[src/rtl/memory_dreq_issue.sv]
// Memory-stage data-bus request issuer: formats one dreq, runs the addr_ok/data_ok
// handshake and stalls the pipeline. Optional misalignment trap: MEM_ALIGN_CHECK_EN.
module memory_dreq_issue (
    input  logic        clk,
    input  logic        reset,
    input  logic        in_valid,
    input  logic        in_write,
    input  logic [31:0] in_addr,
    input  logic [1:0]  in_msize,
    input  logic [1:0]  in_lr,
    input  logic [31:0] in_wdata,
    input  logic        flush,
    output logic        dreq_valid,
    output logic [31:0] dreq_addr,
    output logic [1:0]  dreq_size,
    output logic [3:0]  dreq_strobe,
    output logic [31:0] dreq_data,
    input  logic        dresp_addr_ok,
    input  logic        dresp_data_ok,
    input  logic [31:0] dresp_data,
    output logic        stall,
    output logic        done,
    output logic [31:0] raw_data,
    output logic        misalign
);

    localparam logic [1:0] MSIZE1   = 2'd0;
    localparam logic [1:0] MSIZE2   = 2'd1;
    localparam logic [1:0] MSIZE4   = 2'd2;
    localparam logic [1:0] LR_NORM  = 2'b00;
    localparam logic [1:0] LR_LEFT  = 2'b01;
    localparam logic [1:0] LR_RIGHT = 2'b10;

    typedef enum logic [2:0] {
        S_IDLE,
        S_REQ,
        S_WAIT,
        S_DONE,
        S_DRAIN
    } state_t;

    state_t      state;
    logic        is_load;
    logic [1:0]  off;
    logic [1:0]  left_off;
    logic [4:0]  lane_sh;
    logic [4:0]  left_sh;
    logic [31:0] req_addr;
    logic [1:0]  req_size;
    logic [3:0]  req_strobe;
    logic [31:0] req_data;
    logic        misaligned;

    assign off      = in_addr[1:0];
    assign left_off = 2'(2'd3 - off);
    assign lane_sh  = {off, 3'b000};
    assign left_sh  = {left_off, 3'b000};

    // Lane-align store data and build byte strobes from the unaligned-access variant.
    always_comb begin
        req_addr   = in_addr;
        req_size   = in_msize;
        req_strobe = 4'b0000;
        req_data   = 32'h0;
        case (in_lr)
            LR_LEFT: begin
                req_addr   = {in_addr[31:2], 2'b00};
                req_size   = MSIZE4;
                req_data   = in_wdata >> left_sh;
                req_strobe = 4'b1111 >> left_off;
            end
            LR_RIGHT: begin
                req_addr   = {in_addr[31:2], 2'b00};
                req_size   = MSIZE4;
                req_data   = in_wdata << lane_sh;
                req_strobe = 4'b1111 << off;
            end
            default: begin
                case (in_msize)
                    MSIZE1: begin
                        req_data   = {4{in_wdata[7:0]}};
                        req_strobe = 4'b0001 << off;
                    end
                    MSIZE2: begin
                        req_data   = {2{in_wdata[15:0]}};
                        req_strobe = 4'b0011 << off;
                    end
                    default: begin
                        req_data   = in_wdata;
                        req_strobe = 4'b1111;
                    end
                endcase
            end
        endcase
        if (!in_write) begin
            req_strobe = 4'b0000;
            req_data   = 32'h0;
        end
    end

`ifdef MEM_ALIGN_CHECK_EN
    assign misaligned = (in_lr == LR_NORM) &&
                        (((in_msize == MSIZE2) && in_addr[0]) ||
                         ((in_msize == MSIZE4) && (in_addr[1:0] != 2'b00)));
`else
    assign misaligned = 1'b0;
`endif

    // Pipeline hold: must react in the same cycle the instruction appears.
    always_comb begin
        stall = 1'b0;
        case (state)
            S_IDLE:         stall = in_valid && !flush;
            S_REQ, S_WAIT:  stall = !flush;
            S_DRAIN:        stall = 1'b1;
            default:        stall = 1'b0;
        endcase
    end

    always_ff @(posedge clk) begin
        if (reset) begin
            state       <= S_IDLE;
            is_load     <= 1'b0;
            dreq_valid  <= 1'b0;
            dreq_addr   <= 32'h0;
            dreq_size   <= 2'd0;
            dreq_strobe <= 4'b0000;
            dreq_data   <= 32'h0;
            done        <= 1'b0;
            raw_data    <= 32'h0;
            misalign    <= 1'b0;
        end else begin
            done     <= 1'b0;
            misalign <= 1'b0;
            case (state)
                S_IDLE: begin
                    if (in_valid && !flush) begin
                        if (misaligned) begin
                            state    <= S_DONE;
                            done     <= 1'b1;
                            misalign <= 1'b1;
                        end else begin
                            state       <= S_REQ;
                            is_load     <= !in_write;
                            dreq_valid  <= 1'b1;
                            dreq_addr   <= req_addr;
                            dreq_size   <= req_size;
                            dreq_strobe <= req_strobe;
                            dreq_data   <= req_data;
                        end
                    end
                end
                S_REQ: begin
                    if (dresp_addr_ok) begin
                        dreq_valid <= 1'b0;
                        if (dresp_data_ok) begin
                            if (is_load) raw_data <= dresp_data;
                            // A flushed instruction that completes anyway reports nothing.
                            if (flush) begin
                                state <= S_IDLE;
                            end else begin
                                state <= S_DONE;
                                done  <= 1'b1;
                            end
                        end else begin
                            state <= flush ? S_DRAIN : S_WAIT;
                        end
                    end else if (flush) begin
                        dreq_valid <= 1'b0;
                        state      <= S_IDLE;
                    end
                end
                S_WAIT: begin
                    if (dresp_data_ok) begin
                        if (is_load) raw_data <= dresp_data;
                        if (flush) begin
                            state <= S_IDLE;
                        end else begin
                            state <= S_DONE;
                            done  <= 1'b1;
                        end
                    end else if (flush) begin
                        state <= S_DRAIN;
                    end
                end
                S_DONE: state <= S_IDLE;
                S_DRAIN: begin
                    if (dresp_data_ok) state <= S_IDLE;
                end
                default: state <= S_IDLE;
            endcase
        end
    end

endmodule

[config.mk]
export PLATFORM = sky130hd
export DESIGN_NAME = memory_dreq_issue
export DESIGN_NICKNAME = d
export VERILOG_FILES = /design/src/rtl/memory_dreq_issue.sv
export SDC_FILE = /design/constraint.sdc
export NUM_CORES = 1
export LEC_CHECK = 0
export ABC_CLOCK_PERIOD_IN_PS = 3520
export CORE_ASPECT_RATIO = 0.9
export CORE_UTILIZATION = 30
export CTS_BUF_LIST = sky130_fd_sc_hd__clkbuf_4
export DETAILED_ROUTE_END_ITERATION = 8
export SYNTH_ARGS = -nofsm -noshare
export SYNTH_HDL_FRONTEND = slang
export SYNTH_SLANG_ARGS = --single-unit
[constraint.sdc]
create_clock -name clk -period 3.52 [get_ports clk]
set_input_delay 0.704 -clock clk [delete_from_list [all_inputs] [get_ports clk]]
set_output_delay 0.704 -clock clk [all_outputs]
set_load 0.01 [all_outputs]
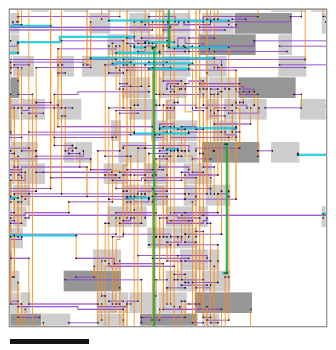
*Zoomed window*
Bar = 10 um. Region (88, 12) to (128, 52) um. Cells in gray, sequential cells in the stronger gray; small squares are vias.
- purple: M1
- green: M4
- cyan: M3
- orange: M2
- most frequent: mux2i_1 (13), nand2_1 (11), dfxtp_1 (8)
- netlist names of flops here include: dreq_data (8)
- cells with their middle in the window: 80
- sequential cells in the window: 8

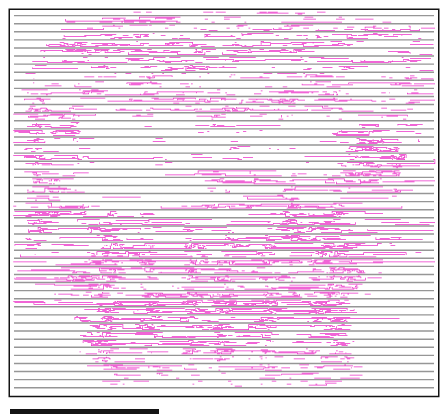
*Met1 routing*
Bar = 50 um. Supply wires on this layer in gray.
- longest straight run: 37.7 um
- main direction: horizontal
- nets with wire on the layer: 814
- wire length on this layer: 7,920 um
- share of all routed wire: 43%
Final Routed Wirelength: 18,380 um
met1 Resource Use GR: 24.82%
vias after detailed routing: 5,549

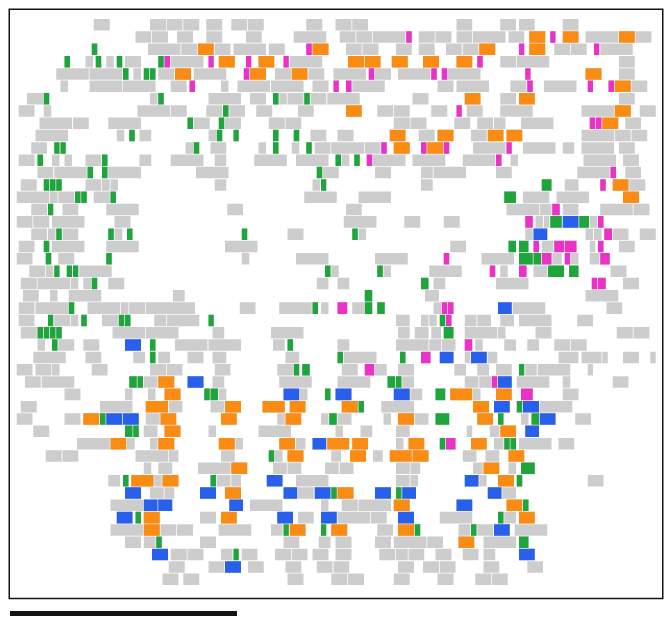
*Gate-type map*
Bar = 50 um.
- green: nand cells (cells 127; where spread over the die)
- blue: non-inverting ao/oa cells (cells 39)
- magenta: nor cells (cells 58)
- orange: mux cells (cells 80)
final standard cell count with taps included and fillers excluded: 1,043
most frequent standard cell in the layout excluding fill and tap cells: sky130_fd_sc_hd__clkdlybuf4s50_1
Comb area share: 37.83%

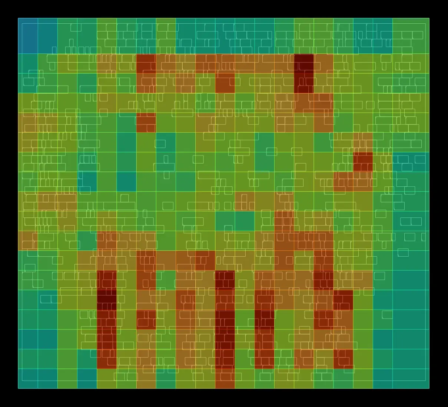
*Routing congestion*
GR Layer Usage met2: 32.28%
core utilization of the finished layout: 44.12%
Avg WL per Cell: 17.62 um
met3 usage: 5.101%

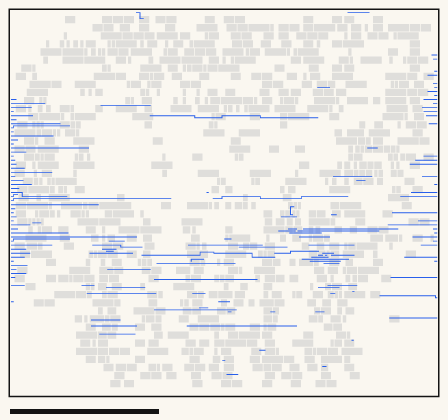
*The metal 3 layer*
Bar = 50 um.
- longest straight run: 52.9 um
- share of all routed wire: 7.2%
- main direction: horizontal
- wire length on this layer: 1,330 um
- nets with wire on the layer: 123

==> impl_metrics.toml <==
# implementation run metrics
[final_timing]
final_min_period_over_clock_period_pct = 87.46
grt_setup_unrepaired = "no"
timing.fmax_mhz = 324.8
fin_ws_ns = 0.4415
hold_viol_final = 0
final.hold.worst_slack_ns = 0.4654
finalSetupTns_ns = 0
max-slew-margin-rel_pct = 38.75
tightest_pin_transition_ns = 0.9188
largest_clock_skew_in_the_final_design_ns = 0.01581
timing.final.crit_period_ns = 3.079
report.final.slew_viol_count = 0
setup-violations-final = 0

[route]
post_drt_via_cell_ratio = 5.320
drc = 0
final_antenna_net_count = 0
number_of_search_and_repair_iterations_in_the_first_detailed_routing_pass = 5
drt_first_iter_violations = 448

[power]
share_seq_of_total_power_pct = 50.3
total_design_power_mw = 2.565
power.leakage_nw = 2.750
powerClk_uw = 678
p_seq_mw = 1.29
power_density_nw_per_um2 = 329.1
comb_pwr_share_pct = 23.3
internal_power_mw = 1.790
p_switching_uw = 775.3
pwr.group.combinational_uw = 598
p_sw_share_pct = 30.22
part_of_the_power_in_the_clock_network_pct = 26.4
leading_power_group = "registers"
ir_drop_mv = 0.1867

[worst_setup_path]
setup_cp_type = "input pin to primary output"
largest_incremental_delay_on_the_critical_path_ns = 0.56
rr_startpoint = "state[1]$_SDFFE_PP0P_"
timing.critical_path.max_delay_family = "buffers and inverters"
cp.depth = 5
crit_chain = "clkdlybuf4s50_1 > nor2_1 > o21ai_0 > o22ai_1 > clkdlybuf4s50_1"
timing.critical_path.from_type = "input pin"
timing.reg2reg.worst_path_depth = 5
worst_setup_path_startpoint = "flush"
cpMaxStageDelayCell = "sky130_fd_sc_hd__clkdlybuf4s50_1"
timing.critical_path.buf_inv = 2
path_common_cell = "sky130_fd_sc_hd__clkdlybuf4s50_1"
required_ns = 2.82
worstReg2RegEnd = "raw_data[9]$_SDFFE_PP0P_"
worst-endpoint-arrival_ns = 2.37
setup.worst_path.end = "stall"
rrSetupSlack_ns = 1.47
timing.critical_path.fanout_max = 8
crit_path_end_kind = "primary output"

[grt]
grt_overflow = 0
grt_pass1_vias = 5534
groute.usage.overall_pct = 19.52
antenna_found_initial = 1
grt_start_max_net_pins = 83
grt_pass1_wl_um = 28520

[worst_hold_path]
min_to = "dreq_addr[19]$_SDFFE_PP0P_"
min-delay-start = "dreq_addr[19]$_SDFFE_PP0P_"
timing.hold.worst_path_depth = 2
min_delay_worst_type = "register to register"

[floorplan]
fp_util_pct = 30.77
die_area_um2 = 18670
top_level_i_o_count = 213
die_width_um = 143.9
die_h_um = 129.7
core_area_um2 = 17670
core.rowCount = 46

[clocking]
cts_repair_resize_count = 0
cts_max_level = 3
cts_setup_buffers = 0
clkSlewWorstSetupHoldPaths_ns = 0.18
cts_max_path_buffers = 2
cts-hold-fix-buffers = 0
tritoncts = "done"
clk_latency_ns = 0.49
tritoncts_num_sinks = 108
tritoncts.num_buffers = 9
root_buffer_cell = "sky130_fd_sc_hd__clkbuf_4"

[place]
dpl.hpwl_um = 13140
placement.cell_area_um2 = 7646
numPortBuffers = 211
gp_congestion = 0.8294
dp_slack_ns = 0.4632

[yosys]
yosys-top-cells-area = "sky130_fd_sc_hd__dfxtp_1 (40%), sky130_fd_sc_hd__mux2i_1 (14%), sky130_fd_sc_hd__nand2_1 (7.0%)"
synth-main-ff-cell = "sky130_fd_sc_hd__dfxtp_1"
ys_cells = 623
post_synthesis_average_cell_area_um2 = 8.728
yosys-stat-area_um2 = 5438
synthCells = 623
edf_count = 0
netlist.area_leader.share_pct = 39.76
async_reset_ff_share_pct = 0
syn-num-nets = 732
seq_area_frac_synth_pct = 39.76
most_area_hungry_cell_type_in_the_yosys_netlist = "sky130_fd_sc_hd__dfxtp_1"
syn_area_um2 = 5438
yosysUniqueCellTypes = 53
yosysWarningCount = 0
synth-seq-cells = 108

[job]
maxcap_viol_count = 0
tool_warnings = 27

[cells_and_area]
filler_cell_count = 1757
area_delta_synth_final_pct = 43.35
layout_top_cells_excl_fill_tap = "sky130_fd_sc_hd__clkdlybuf4s50_1 (209), sky130_fd_sc_hd__dfxtp_1 (108), sky130_fd_sc_hd__nand2_1 (101)"
layout.cell_area.non_filler_um2 = 7795
final_net_count = 906
layout-drive-gt1-share_pct = 5.237

[run_status]
outcome = "finished clean"
-- cell usage after synthesis (all sizes together) (2+ instances only) --
| cell | n |
|---|---|
| ha | 2 |
| a211o | 10 |
| nor3 | 6 |
| inv | 5 |
| o221ai | 14 |
| nor3b | 2 |
| a211oi | 9 |
| nand2 | 101 |
| nand3 | 14 |
| a22o | 3 |
| nor2 | 45 |
| o21ai | 14 |
| a32o | 25 |
| o211ai | 8 |
| a21oi | 56 |
| nand2b | 5 |
| nand4b | 2 |
| mux2i | 80 |
| nand4 | 3 |
| clkbuf | 27 |
| and3 | 2 |
| buf | 34 |
| nand3b | 2 |
| a21boi | 2 |
| nor2b | 4 |
| o22ai | 10 |
| dfxtp | 108 |
| a32oi | 7 |
| a222oi | 7 |
-- routing by layer --
layer,routed length [um],vias to the layer above,global-route usage [%]
li1,-,2637,-
met1,7916,2682,24.82
met2,8885,213,32.28
met3,1327,17,5.101
met4,246,0,6.070
met5,0,-,0
-- sequential cells by signal, summed over array words and instances, names as in the netlist, 2 cells and up --
register	count
raw_data	32
dreq_size	2
dreq_data	32
dreq_strobe	4
dreq_addr	32
state	3
-- kinds of logic (layout without fill, tap and decap cells) --
kind of cell	Yosys count	count (layout)	share of synthesized area, %
AND-OR/OR-AND	172	172	22.78
buffers and inverters	67	246	6.236
AND/OR/NAND/NOR	192	192	15.39
XOR/XNOR	1	1	0.1611
flip-flops	108	108	39.76
multiplexers	80	80	15.14
other	1	2	0.06896
adder cells (fa/ha/maj)	2	2	0.4601
-- area by class of cell --
class,instances,area (um^2),area share (%)
clock buffers,10,75.07,0.9631
clock inverters,6,71.32,0.9149
flip-flops and latches,108,2162,27.74
repair buffers,224,2212,28.38
multi-input cells,448,2949,37.83
well taps,240,300.3,3.852
diodes,1,2.502,0.03210
inverters,6,22.52,0.2889
